==> config.mk <==
export PLATFORM = sky130hd
export DESIGN_NAME = mem_port_arbiter_flat
export DESIGN_NICKNAME = d
export VERILOG_FILES = /design/src/rtl/mem_port_arbiter_if.sv /design/src/rtl/mem_port_arbiter.sv /design/src/flat_wrapper.sv
export SDC_FILE = /design/constraint.sdc
export NUM_CORES = 1
export LEC_CHECK = 0
export CELL_PAD_IN_SITES_DETAIL_PLACEMENT = 0
export CELL_PAD_IN_SITES_GLOBAL_PLACEMENT = 1
export CORE_MARGIN = 2
export CORE_UTILIZATION = 18
export CTS_BUF_LIST = sky130_fd_sc_hd__clkbuf_4
export CTS_CLUSTER_SIZE = 24
export DETAILED_ROUTE_END_ITERATION = 10
export PLACE_DENSITY_LB_ADDON = 0.1
export SYNTH_ARGS = -nofsm -noshare
export SYNTH_HDL_FRONTEND = slang
export SYNTH_SLANG_ARGS = --single-unit
==> constraint.sdc <==
create_clock -name clk -period 2.5 [get_ports clk]
set_input_delay 0.625 -clock clk [delete_from_list [all_inputs] [get_ports clk]]
set_output_delay 0.625 -clock clk [all_outputs]
set_load 0.005 [all_outputs]
==> src/rtl/mem_port_arbiter_if.sv <==
// Shared types and the bundled fetch/data/RAM signals of the memory port arbiter.
// The slave modport is the arbiter; the master modport is everything around it.
package mem_port_arbiter_pkg;
  localparam int cXLEN = 32;
  localparam int cRegW = 5;

  typedef struct packed {
    logic             read;
    logic             write;
    logic [cXLEN-1:0] addr;
    logic [cXLEN-1:0] data;
    logic [2:0]       opType;
    logic [cRegW-1:0] rdAddr;
  } tMemOp;

  typedef struct packed {
    logic             dv;
    logic [cRegW-1:0] addr;
    logic [cXLEN-1:0] data;
  } tRegOp;

  localparam tRegOp cRegOp = '0;
endpackage

interface mem_port_arbiter_if #(
  parameter int cAddrW = 10
);
  logic                                   ifReq;
  logic [mem_port_arbiter_pkg::cXLEN-1:0] ifAddr;
  logic                                   ifGnt;
  logic [mem_port_arbiter_pkg::cXLEN-1:0] ifRdata;
  logic                                   ifRvalid;
  logic                                   flush;
  mem_port_arbiter_pkg::tMemOp            memOp;
  logic                                   memGnt;
  mem_port_arbiter_pkg::tRegOp            ldOut;
  logic                                   misalign;
  logic                                   ramEn;
  logic [3:0]                             ramWe;
  logic [cAddrW-1:0]                      ramAddr;
  logic [mem_port_arbiter_pkg::cXLEN-1:0] ramWdata;
  logic [mem_port_arbiter_pkg::cXLEN-1:0] ramRdata;

  modport slave (
    input  ifReq, ifAddr, flush, memOp, ramRdata,
    output ifGnt, ifRdata, ifRvalid, memGnt, ldOut, misalign,
           ramEn, ramWe, ramAddr, ramWdata
  );

  modport master (
    output ifReq, ifAddr, flush, memOp, ramRdata,
    input  ifGnt, ifRdata, ifRvalid, memGnt, ldOut, misalign,
           ramEn, ramWe, ramAddr, ramWdata
  );
endinterface

==> src/rtl/mem_port_arbiter.sv <==
// Single-port RAM arbiter between instruction fetch and load/store, with
// fetch anti-starvation, byte-lane store/load handling and response tracking.
//
//   state     | meaning
//   ----------+-----------------------------------------------
//   IDLE      | no RAM read response due this cycle
//   FETCH_RSP | ramRdata carries the word for last cycle's fetch
//   LOAD_RSP  | ramRdata carries the word for last cycle's load
module mem_port_arbiter #(
  parameter int cXLEN      = 32,
  parameter int cRamDepth  = 1024,
  parameter int cStarveMax = 4
) (
  input  logic              clk,
  input  logic              rstN,
  mem_port_arbiter_if.slave bus
);
  localparam int cAddrW = $clog2(cRamDepth);
  localparam int cCntW  = $clog2(cStarveMax + 1);
  localparam logic [cCntW-1:0] cStarveTop = cCntW'(cStarveMax);

  typedef enum logic [1:0] {IDLE, FETCH_RSP, LOAD_RSP} tState;

  tState             state_q, state_d;
  logic [cCntW-1:0]  starve_q, starve_d;
  logic [2:0]        opType_q, opType_d;
  logic [4:0]        rdAddr_q, rdAddr_d;
  logic [1:0]        off_q, off_d;

  logic              dataReq, isStore, misal, fetchPrio;
  logic              dataGnt, fetchGnt, dataRam;
  logic [1:0]        accSize, accOff;
  logic [3:0]        laneMask;
  logic [15:0]       lane;
  mem_port_arbiter_pkg::tRegOp ld;
  logic              unused_bits;

  assign unused_bits = ^{bus.ifAddr[cXLEN-1:cAddrW+2], bus.ifAddr[1:0],
                         bus.memOp.addr[cXLEN-1:cAddrW+2]};

  // Misaligned requests are consumed without touching RAM, so fetch may share that cycle.
  always_comb begin : decode
    dataReq   = bus.memOp.read | bus.memOp.write;
    isStore   = bus.memOp.write;
    accSize   = bus.memOp.opType[1:0];
    accOff    = bus.memOp.addr[1:0];
    misal     = ((accSize == 2'b01) && accOff[0]) || (accSize[1] && (accOff != 2'b00));
    fetchPrio = bus.ifReq && !bus.flush && (starve_q == cStarveTop);
    dataGnt   = rstN && dataReq && !fetchPrio;
    fetchGnt  = rstN && bus.ifReq && !bus.flush && (!dataGnt || misal);
    dataRam   = dataGnt && !misal;
  end

  assign bus.ifGnt    = fetchGnt;
  assign bus.memGnt   = dataGnt;
  assign bus.misalign = dataGnt && misal;

  always_comb begin : ram_drive
    bus.ramEn    = 1'b0;
    bus.ramWe    = '0;
    bus.ramAddr  = '0;
    bus.ramWdata = '0;
    case (accSize)
      2'b00:   laneMask = 4'b0001;
      2'b01:   laneMask = 4'b0011;
      default: laneMask = 4'b1111;
    endcase
    if (dataRam) begin
      bus.ramEn   = 1'b1;
      bus.ramAddr = bus.memOp.addr[cAddrW+1:2];
      if (isStore) begin
        bus.ramWe = laneMask << accOff;
        case (accSize)
          2'b00:   bus.ramWdata = {4{bus.memOp.data[7:0]}};
          2'b01:   bus.ramWdata = {2{bus.memOp.data[15:0]}};
          default: bus.ramWdata = bus.memOp.data;
        endcase
      end
    end else if (fetchGnt) begin
      bus.ramEn   = 1'b1;
      bus.ramAddr = bus.ifAddr[cAddrW+1:2];
    end
  end

  always_comb begin : next_state
    state_d  = IDLE;
    starve_d = starve_q;
    opType_d = opType_q;
    rdAddr_d = rdAddr_q;
    off_d    = off_q;
    if (fetchGnt) begin
      state_d = FETCH_RSP;
    end else if (dataRam && !isStore) begin
      state_d  = LOAD_RSP;
      opType_d = bus.memOp.opType;
      rdAddr_d = bus.memOp.rdAddr;
      off_d    = accOff;
    end
    if (!bus.ifReq || fetchGnt) begin
      starve_d = '0;
    end else if (dataGnt && (starve_q != cStarveTop)) begin
      starve_d = starve_q + 1'b1;
    end
  end

  always_ff @(posedge clk or negedge rstN) begin
    if (!rstN) begin
      state_q  <= IDLE;
      starve_q <= '0;
      opType_q <= '0;
      rdAddr_q <= '0;
      off_q    <= '0;
    end else begin
      state_q  <= state_d;
      starve_q <= starve_d;
      opType_q <= opType_d;
      rdAddr_q <= rdAddr_d;
      off_q    <= off_d;
    end
  end

  // Extension source is the lane chosen by the load's own offset, not the current request's.
  always_comb begin : response
    lane = 16'(bus.ramRdata >> {off_q, 3'b000});
    ld   = mem_port_arbiter_pkg::cRegOp;
    if (state_q == LOAD_RSP) begin
      ld.dv   = (rdAddr_q != '0);
      ld.addr = rdAddr_q;
      case (opType_q[1:0])
        2'b00:   ld.data = {{24{~opType_q[2] & lane[7]}}, lane[7:0]};
        2'b01:   ld.data = {{16{~opType_q[2] & lane[15]}}, lane};
        default: ld.data = bus.ramRdata;
      endcase
    end
    bus.ldOut    = ld;
    bus.ifRvalid = (state_q == FETCH_RSP) && !bus.flush;
    bus.ifRdata  = bus.ramRdata;
  end
endmodule

==> src/flat_wrapper.sv <==
// flat-port wrapper written by rule: the top's interface ports become plain ports
module mem_port_arbiter_flat 
#(
  parameter int cXLEN      = 32,
  parameter int cRamDepth  = 1024,
  parameter int cStarveMax = 4
)
  (clk, rstN, bus_ifReq, bus_ifAddr, bus_flush, bus_memOp, bus_ramRdata, bus_ifGnt, bus_ifRdata, bus_ifRvalid, bus_memGnt, bus_ldOut, bus_misalign, bus_ramEn, bus_ramWe, bus_ramAddr, bus_ramWdata);
  mem_port_arbiter_if bus_i ();
  input  logic clk;
  input  logic rstN;
  input wire logic [$bits(bus_i.ifReq)-1:0] bus_ifReq;
  input wire logic [$bits(bus_i.ifAddr)-1:0] bus_ifAddr;
  input wire logic [$bits(bus_i.flush)-1:0] bus_flush;
  input wire logic [$bits(bus_i.memOp)-1:0] bus_memOp;
  input wire logic [$bits(bus_i.ramRdata)-1:0] bus_ramRdata;
  output wire logic [$bits(bus_i.ifGnt)-1:0] bus_ifGnt;
  output wire logic [$bits(bus_i.ifRdata)-1:0] bus_ifRdata;
  output wire logic [$bits(bus_i.ifRvalid)-1:0] bus_ifRvalid;
  output wire logic [$bits(bus_i.memGnt)-1:0] bus_memGnt;
  output wire logic [$bits(bus_i.ldOut)-1:0] bus_ldOut;
  output wire logic [$bits(bus_i.misalign)-1:0] bus_misalign;
  output wire logic [$bits(bus_i.ramEn)-1:0] bus_ramEn;
  output wire logic [$bits(bus_i.ramWe)-1:0] bus_ramWe;
  output wire logic [$bits(bus_i.ramAddr)-1:0] bus_ramAddr;
  output wire logic [$bits(bus_i.ramWdata)-1:0] bus_ramWdata;
  assign bus_i.ifReq = bus_ifReq;
  assign bus_i.ifAddr = bus_ifAddr;
  assign bus_i.flush = bus_flush;
  assign bus_i.memOp = bus_memOp;
  assign bus_i.ramRdata = bus_ramRdata;
  assign bus_ifGnt = bus_i.ifGnt;
  assign bus_ifRdata = bus_i.ifRdata;
  assign bus_ifRvalid = bus_i.ifRvalid;
  assign bus_memGnt = bus_i.memGnt;
  assign bus_ldOut = bus_i.ldOut;
  assign bus_misalign = bus_i.misalign;
  assign bus_ramEn = bus_i.ramEn;
  assign bus_ramWe = bus_i.ramWe;
  assign bus_ramAddr = bus_i.ramAddr;
  assign bus_ramWdata = bus_i.ramWdata;
  mem_port_arbiter #(.cXLEN(cXLEN), .cRamDepth(cRamDepth), .cStarveMax(cStarveMax)) u_core (.clk(clk), .rstN(rstN), .bus(bus_i));
endmodule
### Metal layers overlaid

Drawn at 4 px/micron.
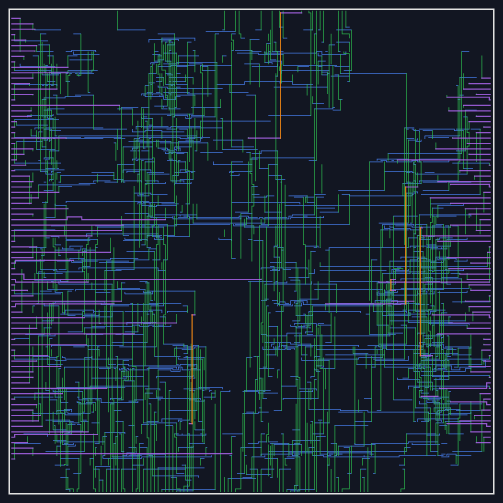
| colour | layer | wire length |
|---|---|---|
| blue | M1 | 4830 microns |
| green | M2 | 6170 microns |
| purple | M3 | 1370 microns |
| orange | M4 | 122 microns |
Via Count: 3625
Total GRT Usage: 0.162
wire length per cell after detailed routing: 15.7 microns
final wirelength: 12500 microns

### Floorplan with the power grid

Drawn at 3 px/micron. Pins as bars on the die edge.
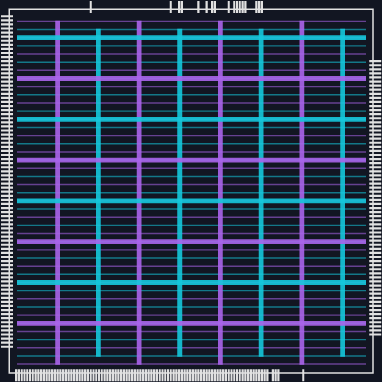
| colour | net |
|---|---|
| purple | VSS |
| cyan | VDD |
rows: 42
met5 straps: 8
signal pins: 263
met4 straps: 8
Max VDD drop: 0.000118 V
Core ar.: 0.0133 sq mm
Horiz. Die Dim: 121 microns
die height: 121 microns

==> summary.rpt <==
STATUS
--------------------------------------------------------------------
Violations in the final reports                         setup timing
Result of the run                                       finished with violations

TIMING
--------------------------------------------------------------------
Maximum achievable frequency                                 380 MHz
Fin worst setup slack                                      -0.131 ns
Part of the cycle the worst path needs                          1.05
Final setup violation count                                       53

LOGIC SYNTHESIS
--------------------------------------------------------------------
Area reported by Yosys stat                             0.00245 sq mm
Adder-Cell Fraction of Synth Area                             0.0102
Number of cells in the yosys synthesis report                    338
Proportion of synthesized area in mux cells                    0.170
Top-area cell share                                            0.153

CRITICAL PATH
--------------------------------------------------------------------
Startpoint of the worst-slack reg-to-reg timing path    u_core.starve_q[0]

CLOCKING
--------------------------------------------------------------------
Hold bufs inserted after CTS                                       0
Clock slew at reported path FFs                              0.10 ns

FINISH
--------------------------------------------------------------------
End-of-flow core utilization                                   0.425
Share of post-route cells with drive strength above 1          0.499

GLOBAL ROUTE
--------------------------------------------------------------------
Remaining global-route overflow                                    0
Antenna violations before repair                                   0

DRT
--------------------------------------------------------------------
Per-cell via count in the routed design                         4.56
DRC violation count after routing                                  0

FLOW RUN
--------------------------------------------------------------------
OpenROAD warning count                                            71

PLACED DESIGN
--------------------------------------------------------------------
Number of I/O port buffers                                       220

POWER AND IR DROP
--------------------------------------------------------------------
Fraction of power spent switching nets                         0.381

HOLD PATH
--------------------------------------------------------------------
Type of the worst min-delay path                            in2async

## cell usage after synthesis, drive strengths merged
master    n
nand4b    2
o211a     1
xor2      1
nor2b     2
mux4      1
a41oi     2
o21ai    30
clkbuf   20
o2111ai   1
nand2b    3
o31ai     1
a211oi    3
nor3b     2
and3b     4
dfrtp    15
a221oi    1
buf      37
a21oi    19
nor4bb    1
mux2i     8
clkinv    1
nand3b    1
mux2     27
a22o     10
o211ai    1
o21bai    1
or3       1
a32oi     8
or2       1
nand3    18
ha        2
nor2     25
nand2    46
and2      6
a222oi    1
o221a     7
o21a      1
inv      15
o22a      7
nor3      4
nor4      1
## critical path, stage by stage, from the launching register on
cell	delay [ns]
sky130_fd_sc_hd__dfrtp_2	0.45
sky130_fd_sc_hd__buf_4	0.15
sky130_fd_sc_hd__buf_8	0.14
sky130_fd_sc_hd__buf_6	0.11
sky130_fd_sc_hd__mux2_4	0.30
sky130_fd_sc_hd__o22a_1	0.22
sky130_fd_sc_hd__o221a_2	0.23
sky130_fd_sc_hd__buf_2	0.12
## through the flow
| step | total power, mW | hold WS, ns | std cells | cell area (sq um) |
|---|---|---|---|---|
| 4_1_cts | 1.63 | 0.534 | 793 | 5500 |
| 2_1_floorplan | 0.759 | 0.329 | 338 | 2450 |
| 6_report | 1.61 | 0.399 | 795 | 5650 |
| 3_5_place_dp | 1.30 | 0.514 | 755 | 5150 |
| 3_3_place_gp | 1.29 | 0.510 | 755 | 5150 |
| 5_1_grt | 1.71 | 0.412 | 795 | 5650 |
## per-layer routing
layer  vias to the layer above  wire (microns)
li1                       1757               -
met5                         -               0
met3                        10            1370
met1                      1692            4830
met4                         0             122
met2                       166            6170
## cells in the final DEF, fill, tap and decap left out, drive strengths merged, types with 6 or more instances in the layout
master,count
o21ai,30
o221a,7
dlygate4sd2,17
o22a,7
nand2,46
mux2i,8
a32oi,8
inv,15
clkdlybuf4s15,8
nor2,25
nand3,18
dfrtp,15
a21oi,19
clkdlybuf4s50,111
a22o,10
and2,6
buf,189
mux2,27
clkbuf,12
## power by group through the flow
stage / Combinational (mW) / Sequential (mW) / Clock (mW)
5_1_grt: 1.22 / 0.343 / 0.150
3_3_place_gp: 0.952 / 0.339 / 0
4_1_cts: 1.15 / 0.337 / 0.146
2_1_floorplan: 0.446 / 0.313 / 0
3_5_place_dp: 0.956 / 0.342 / 0
6_report: 1.13 / 0.335 / 0.136
## path summary, 6_finish.rpt
| kind | to | slack, ns |
|---|---|---|
| setup / recovery | bus_ldOut[2] | -0.13 |
| hold / removal | u_core.starve_q[2] | 0.40 |
| setup reg to reg | u_core.off_q[1] | 0.48 |
| hold reg to reg | u_core.opType_q[2] | 0.53 |
| max in group asynchronous | u_core.off_q[1] | 1.93 |
| min in group clk | u_core.opType_q[2] | 0.53 |
## cell type report
class | instances | area share
clock inverters | 1 | 0.000885
well taps | 176 | 0.0390
multi-input cells | 250 | 0.364
inverters | 16 | 0.0106
flip-flops and latches | 15 | 0.0666
repair buffers | 334 | 0.515
clock buffers | 3 | 0.00398
## repair_timing
action / CTS / global route
resized: 449 / 69
pin swaps: 28 / 15
buffers inserted: 29 / 9
cloned: 6 / 0
setup endpoints to repair: 83 / 86
No activity file was given, so power comes from the tool's default toggle rates.
